## config.mk

```make
export PLATFORM = sky130hd
export DESIGN_NAME = edge_threshold_sched
export DESIGN_NICKNAME = d
export VERILOG_FILES = /design/src/rtl/edge_pkg.sv /design/src/rtl/grad_sq_sum.sv /design/src/rtl/edge_threshold_sched.sv
export SDC_FILE = /design/constraint.sdc
export NUM_CORES = 2
export LEC_CHECK = 0
export ABC_AREA = 1
export CAP_MARGIN = 20
export CORE_MARGIN = 1.5
export CORE_UTILIZATION = 60
export CTS_CLUSTER_DIAMETER = 120
export DETAILED_ROUTE_END_ITERATION = 8
export GPL_TIMING_DRIVEN = 0
export HOLD_SLACK_MARGIN = 0.06
export PLACE_DENSITY_LB_ADDON = 0.25
export SLEW_MARGIN = 40
export SYNTH_ARGS = -nofsm -noshare
export SYNTH_HDL_FRONTEND = slang
export SYNTH_SLANG_ARGS = --single-unit
```

## constraint.sdc

```tcl
create_clock -name clk_i -period 21.2 [get_ports clk_i]
set_input_delay 2.12 -clock clk_i [delete_from_list [all_inputs] [get_ports clk_i]]
set_output_delay 2.12 -clock clk_i [all_outputs]
set_load 0.01 [all_outputs]
```

## src/rtl/edge_pkg.sv

```systemverilog
// Shared types and defaults for the edge threshold scheduler.
package edge_pkg;

    localparam int unsigned CONV_W_DEF       = 29;
    localparam int unsigned SQRT_IN_W_DEF    = 60;
    localparam int unsigned SQRT_OUT_W_DEF   = 30;
    localparam int unsigned WINDOW_COUNT_DEF = 9;
    localparam int unsigned PIX_W_DEF        = 24;

    // Pixel levels; replicated across the full pixel width by users.
    localparam logic PIX_BLACK = 1'b0;
    localparam logic PIX_WHITE = 1'b1;

    typedef enum logic [2:0] {
        StIdle,
        StAccept,
        StSqrtWait,
        StThresh,
        StEmit
    } state_e;

endpackage

```

## src/rtl/grad_sq_sum.sv

```systemverilog
// Combinational |x|^2 + |y|^2 for two's-complement gradients.
// SUM_W must be at least 2*CONV_W+1 so the sum never truncates.
module grad_sq_sum
    import edge_pkg::*;
#(
    parameter int unsigned CONV_W = CONV_W_DEF,
    parameter int unsigned SUM_W  = SQRT_IN_W_DEF
) (
    input  logic [CONV_W-1:0] grad_x_i,
    input  logic [CONV_W-1:0] grad_y_i,
    output logic [SUM_W-1:0]  sum_sq_o
);

    localparam int unsigned SQ_W = 2 * CONV_W;

    logic [CONV_W-1:0] abs_x;
    logic [CONV_W-1:0] abs_y;
    logic [SQ_W-1:0]   sq_x;
    logic [SQ_W-1:0]   sq_y;

    // Magnitude as unsigned CONV_W so the most negative value maps to 2^(CONV_W-1).
    always_comb begin
        abs_x    = grad_x_i[CONV_W-1] ? ((~grad_x_i) + CONV_W'(1)) : grad_x_i;
        abs_y    = grad_y_i[CONV_W-1] ? ((~grad_y_i) + CONV_W'(1)) : grad_y_i;
        sq_x     = SQ_W'(abs_x) * SQ_W'(abs_x);
        sq_y     = SQ_W'(abs_y) * SQ_W'(abs_y);
        sum_sq_o = SUM_W'(sq_x) + SUM_W'(sq_y);
    end

endmodule

```

## src/rtl/edge_threshold_sched.sv

```systemverilog
// Gathers a window of gradient magnitudes via an external shared root unit,
// thresholds each against the window mean and streams binary pixels.
module edge_threshold_sched
    import edge_pkg::*;
#(
    parameter int unsigned CONV_W       = CONV_W_DEF,
    parameter int unsigned SQRT_IN_W    = SQRT_IN_W_DEF,
    parameter int unsigned SQRT_OUT_W   = SQRT_OUT_W_DEF,
    parameter int unsigned WINDOW_COUNT = WINDOW_COUNT_DEF,
    parameter int unsigned PIX_W        = PIX_W_DEF
) (
    input  logic                  clk_i,
    input  logic                  rst_ni,
    input  logic                  enable_i,
    input  logic                  grad_valid_i,
    output logic                  grad_ready_o,
    input  logic [CONV_W-1:0]     grad_x_i,
    input  logic [CONV_W-1:0]     grad_y_i,
    output logic                  sqrt_start_o,
    output logic [SQRT_IN_W-1:0]  sqrt_num_o,
    input  logic                  sqrt_done_i,
    input  logic [SQRT_OUT_W-1:0] sqrt_sq_i,
    output logic                  pix_valid_o,
    input  logic                  pix_ready_i,
    output logic [PIX_W-1:0]      pix_data_o,
    output logic                  pix_last_o,
    output logic                  busy_o
);

    localparam int unsigned SUM_W = SQRT_OUT_W + $clog2(WINDOW_COUNT);
    localparam int unsigned IDX_W = $clog2(WINDOW_COUNT + 1);
    localparam logic [IDX_W-1:0] LAST_IDX = IDX_W'(WINDOW_COUNT - 1);

    state_e                  state_q;
    logic [IDX_W-1:0]        idx_q;
    logic [SUM_W-1:0]        sum_q;
    logic [SQRT_OUT_W-1:0]   thr_q;
    logic [SQRT_OUT_W-1:0]   mag_q [WINDOW_COUNT];
    logic                    grad_ready_q;
    logic                    sqrt_start_q;
    logic [SQRT_IN_W-1:0]    sqrt_num_q;
    logic                    pix_valid_q;
    logic [PIX_W-1:0]        pix_data_q;
    logic                    pix_last_q;
    logic                    busy_q;

    logic [SQRT_IN_W-1:0]    sum_sq;
    logic [SQRT_OUT_W-1:0]   thr_calc;
    logic [IDX_W-1:0]        idx_nxt;

    grad_sq_sum #(
        .CONV_W (CONV_W),
        .SUM_W  (SQRT_IN_W)
    ) u_grad_sq_sum (
        .grad_x_i (grad_x_i),
        .grad_y_i (grad_y_i),
        .sum_sq_o (sum_sq)
    );

    // Strictly above the mean is an edge (black); otherwise background (white).
    function automatic logic [PIX_W-1:0] pix_of(input logic [SQRT_OUT_W-1:0] mag,
                                                input logic [SQRT_OUT_W-1:0] thr);
        return (mag > thr) ? {PIX_W{PIX_BLACK}} : {PIX_W{PIX_WHITE}};
    endfunction

    // Mean of the window and the index of the following pixel.
    always_comb begin
        thr_calc = SQRT_OUT_W'(sum_q / SUM_W'(WINDOW_COUNT));
        idx_nxt  = idx_q + IDX_W'(1);
    end

    // Main FSM with all externally visible outputs registered.
    always_ff @(posedge clk_i or negedge rst_ni) begin
        if (!rst_ni) begin
            state_q      <= StIdle;
            idx_q        <= '0;
            sum_q        <= '0;
            thr_q        <= '0;
            grad_ready_q <= 1'b0;
            sqrt_start_q <= 1'b0;
            sqrt_num_q   <= '0;
            pix_valid_q  <= 1'b0;
            pix_data_q   <= '0;
            pix_last_q   <= 1'b0;
            busy_q       <= 1'b0;
        end else begin
            sqrt_start_q <= 1'b0;
            unique case (state_q)
                StIdle: begin
                    if (enable_i) begin
                        state_q      <= StAccept;
                        grad_ready_q <= 1'b1;
                        busy_q       <= 1'b1;
                    end
                end
                StAccept: begin
                    if (grad_valid_i && grad_ready_q) begin
                        sqrt_num_q   <= sum_sq;
                        sqrt_start_q <= 1'b1;
                        grad_ready_q <= 1'b0;
                        state_q      <= StSqrtWait;
                    end
                end
                StSqrtWait: begin
                    if (sqrt_done_i) begin
                        sum_q <= sum_q + SUM_W'(sqrt_sq_i);
                        idx_q <= idx_nxt;
                        if (idx_q == LAST_IDX) begin
                            state_q <= StThresh;
                        end else begin
                            state_q      <= StAccept;
                            grad_ready_q <= 1'b1;
                        end
                    end
                end
                StThresh: begin
                    // First pixel uses the freshly computed mean, not the stale thr_q.
                    thr_q       <= thr_calc;
                    idx_q       <= '0;
                    state_q     <= StEmit;
                    pix_valid_q <= 1'b1;
                    pix_data_q  <= pix_of(mag_q[0], thr_calc);
                    pix_last_q  <= (LAST_IDX == '0);
                end
                StEmit: begin
                    if (pix_ready_i) begin
                        if (pix_last_q) begin
                            sum_q       <= '0;
                            idx_q       <= '0;
                            pix_valid_q <= 1'b0;
                            pix_data_q  <= '0;
                            pix_last_q  <= 1'b0;
                            busy_q      <= 1'b0;
                            state_q     <= StIdle;
                        end else begin
                            idx_q      <= idx_nxt;
                            pix_data_q <= pix_of(mag_q[idx_nxt], thr_q);
                            pix_last_q <= (idx_nxt == LAST_IDX);
                        end
                    end
                end
                default: state_q <= StIdle;
            endcase
        end
    end

    // Magnitude store; unreset since every entry is rewritten before it is read.
    always_ff @(posedge clk_i) begin
        if (state_q == StSqrtWait && sqrt_done_i) begin
            mag_q[idx_q] <= sqrt_sq_i;
        end
    end

    assign grad_ready_o = grad_ready_q;
    assign sqrt_start_o = sqrt_start_q;
    assign sqrt_num_o   = sqrt_num_q;
    assign pix_valid_o  = pix_valid_q;
    assign pix_data_o   = pix_data_q;
    assign pix_last_o   = pix_last_q;
    assign busy_o       = busy_q;

endmodule

```

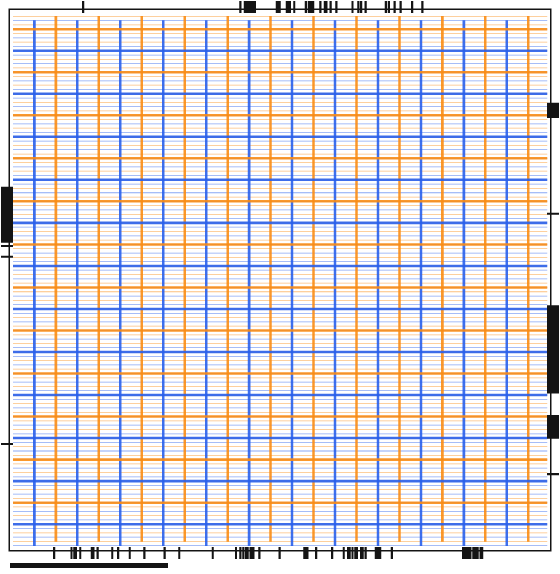
(floorplan with the power grid)
Scale bar: 100 um. Pins as bars on the die edge.
- VDD: orange
- VSS: blue
- met1 rails: 124
- met5 straps: 24
- signal pins: 183
- rows: 123

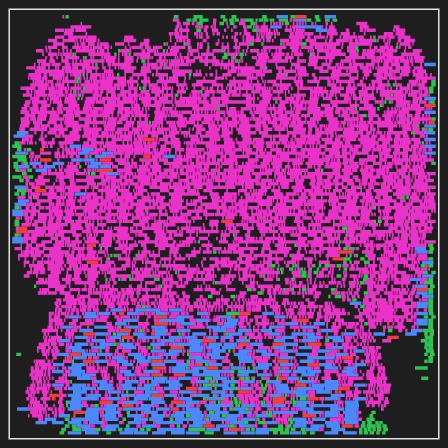
(placed cells, one color a class)
- clock drivers and dummy loads: red (cells 86; share of their area 2.2%)
- all other logic: magenta (cells 6,766; share of their area 78%)
- flip-flops: blue (cells 406; share of their area 16%)
- other buffers and delay cells: green (cells 454; share of their area 4.4%)
Cell Rows: 123
core footprint: 0.113 sq mm

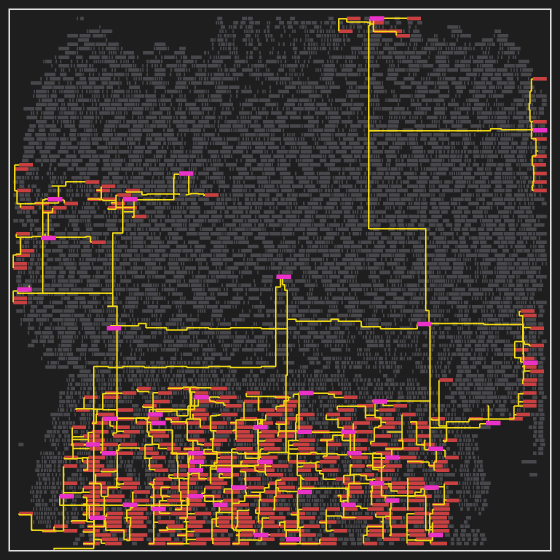
(routed clock nets over the placement)
- clock wires: yellow (length 6,070 um)
- flip-flops: red (count 406)
- cells driving clock nets: magenta (count 46)
- routed clock nets: 47
Fin Clk Skew: 0.0287 ns
Late-Pin Clk Latency: 0.66 ns

==> run_results.csv <==
group,metric,value,unit
run_status,status,"complete, no violations",
yosys,synth_cell_type_count,61,
yosys,most_common_cell,"inv_1",
critical_path,start_kind,"input port",
critical_path,crit_start,"grad_y_i[0]",
layout,postLayoutCellArea,0.0747,sq mm
critical_path,cpPeakStageDelay,0.60,ns
yosys,syn_area_per_cell,9.35,sq um
critical_path,cp.required,21.72,ns
sta,final_max_slew_viol_count,0,
critical_path,cp.depth,68,
min_path,hold_path_class,"register to register",
yosys,synth_flops,406,
yosys,synthArstFlopShare,33.5,%
route,via_per_inst,5.60,
route,vias,51700,
placed_design,dpl.hpwl,166000,um
cts,clock_path_buffers,3,
sta,setup_slack,4.17,ns
cts,cts_num_sinks,406,
sta,hold_viol_final,0,
yosys,synth.top_cells.by_area,"fa_1 (41%), edfxtp_1 (12%), inv_1 (9.9%)",
sta,fin_hold_ws,0.473,ns
yosys,edf_count,270,
yosys,netlist_area,0.0686,sq mm
sta,setup_viol,0,
route,postRouteWirelength,195000,um
floorplan,die_h,341,um
route,wl_met1,72100,um
run,max_cap_violations,0,
grt,antenna_found_initial,8,
placed_design,gp_congestion,1.00,
route,wl_met3,20400,um
floorplan,io_pins,183,
cts,cts_hold_repair.buffers,0,
grt,overflow,0,
sta,fin_crit_sh,80.3,%
floorplan,initCoreUtil,60.8,%
critical_path,cp_num_buf_inv,16,
critical_path,cpLargestDelayFamily,"adder cells",
grt,gr-usage-met1,44.9,%
cts,cts_tree,"yes",
yosys,mux_share,0.601,%
grt,gr-usage-met3,7.42,%
yosys,yosys.area_share.simple,13.6,%
sta,setup_tns,0,ns
yosys,ys_cells,7345,
grt,grt_usage,34.6,%
grt,grt.met2_usage,56.2,%
cts,cts_setup_buffers,0,
grt,grt_max_degree,64,
floorplan,design.die.area,0.116,sq mm
placed_design,dp_slack,3.95,ns
yosys,aoi_share,4.88,%
## cell type report
type                       instances  area [sq um]  share of cell area (%)
inverter                        1892          7160                    9.58
sequential                       406         11500                    15.4
multi-input combinational       4874         49400                    66.1
tap                             1500          1880                    2.51
buffer                           219           960                    1.28
antenna                            8          20.0                  0.0268
clock buffer                      60          1230                    1.65
clock inverter                    26           372                   0.497
timing repair buffer             235          2220                    2.98
## worst min-delay path by stage
stage / startpoint / to
final: sqrt_num_o[3] / sqrt_num_o[3]
after global routing: sqrt_num_o[3] / sqrt_num_o[3]
after CTS: sqrt_num_o[3] / sqrt_num_o[3]
after detailed placement: sqrt_num_o[3] / sqrt_num_o[3]
after global placement: sqrt_num_o[4] / sqrt_num_o[4]
after floorplan: thr_q[1] / thr_q[1]
## layout by cell type, fill, tap and decap left out, drive strengths merged, types with 9 or more instances in the layout
cell type,synthesis,final
conb,2,48
o32ai,38,38
nand4,53,53
inv,1860,1862
xor2,64,64
o21bai,17,17
nor2,790,790
xnor2,41,41
a21oi,119,119
nand3,178,178
clkdlybuf4s50,0,179
o22ai,27,27
edfxtp,270,270
ha,529,529
fa,1419,1419
buf,47,102
nor4,9,9
clkbuf,172,233
mux2i,40,40
nand2,1043,1043
a21o,15,15
or2,21,21
clkinv,30,45
o221ai,20,20
nor3,49,49
o21ai,310,310
dfrtp,136,136
## registers in the layout, summed over array words and instances, names as in the netlist
name / flops
sqrt_num_o: 59
thr_q: 30
pix_last_o: 1
sqrt_start_o: 1
idx_q: 4
mag_q: 270
sum_q: 34
grad_ready_o: 1
pix_data_o: 1
busy_o: 1
state_q: 3
pix_valid_o: 1
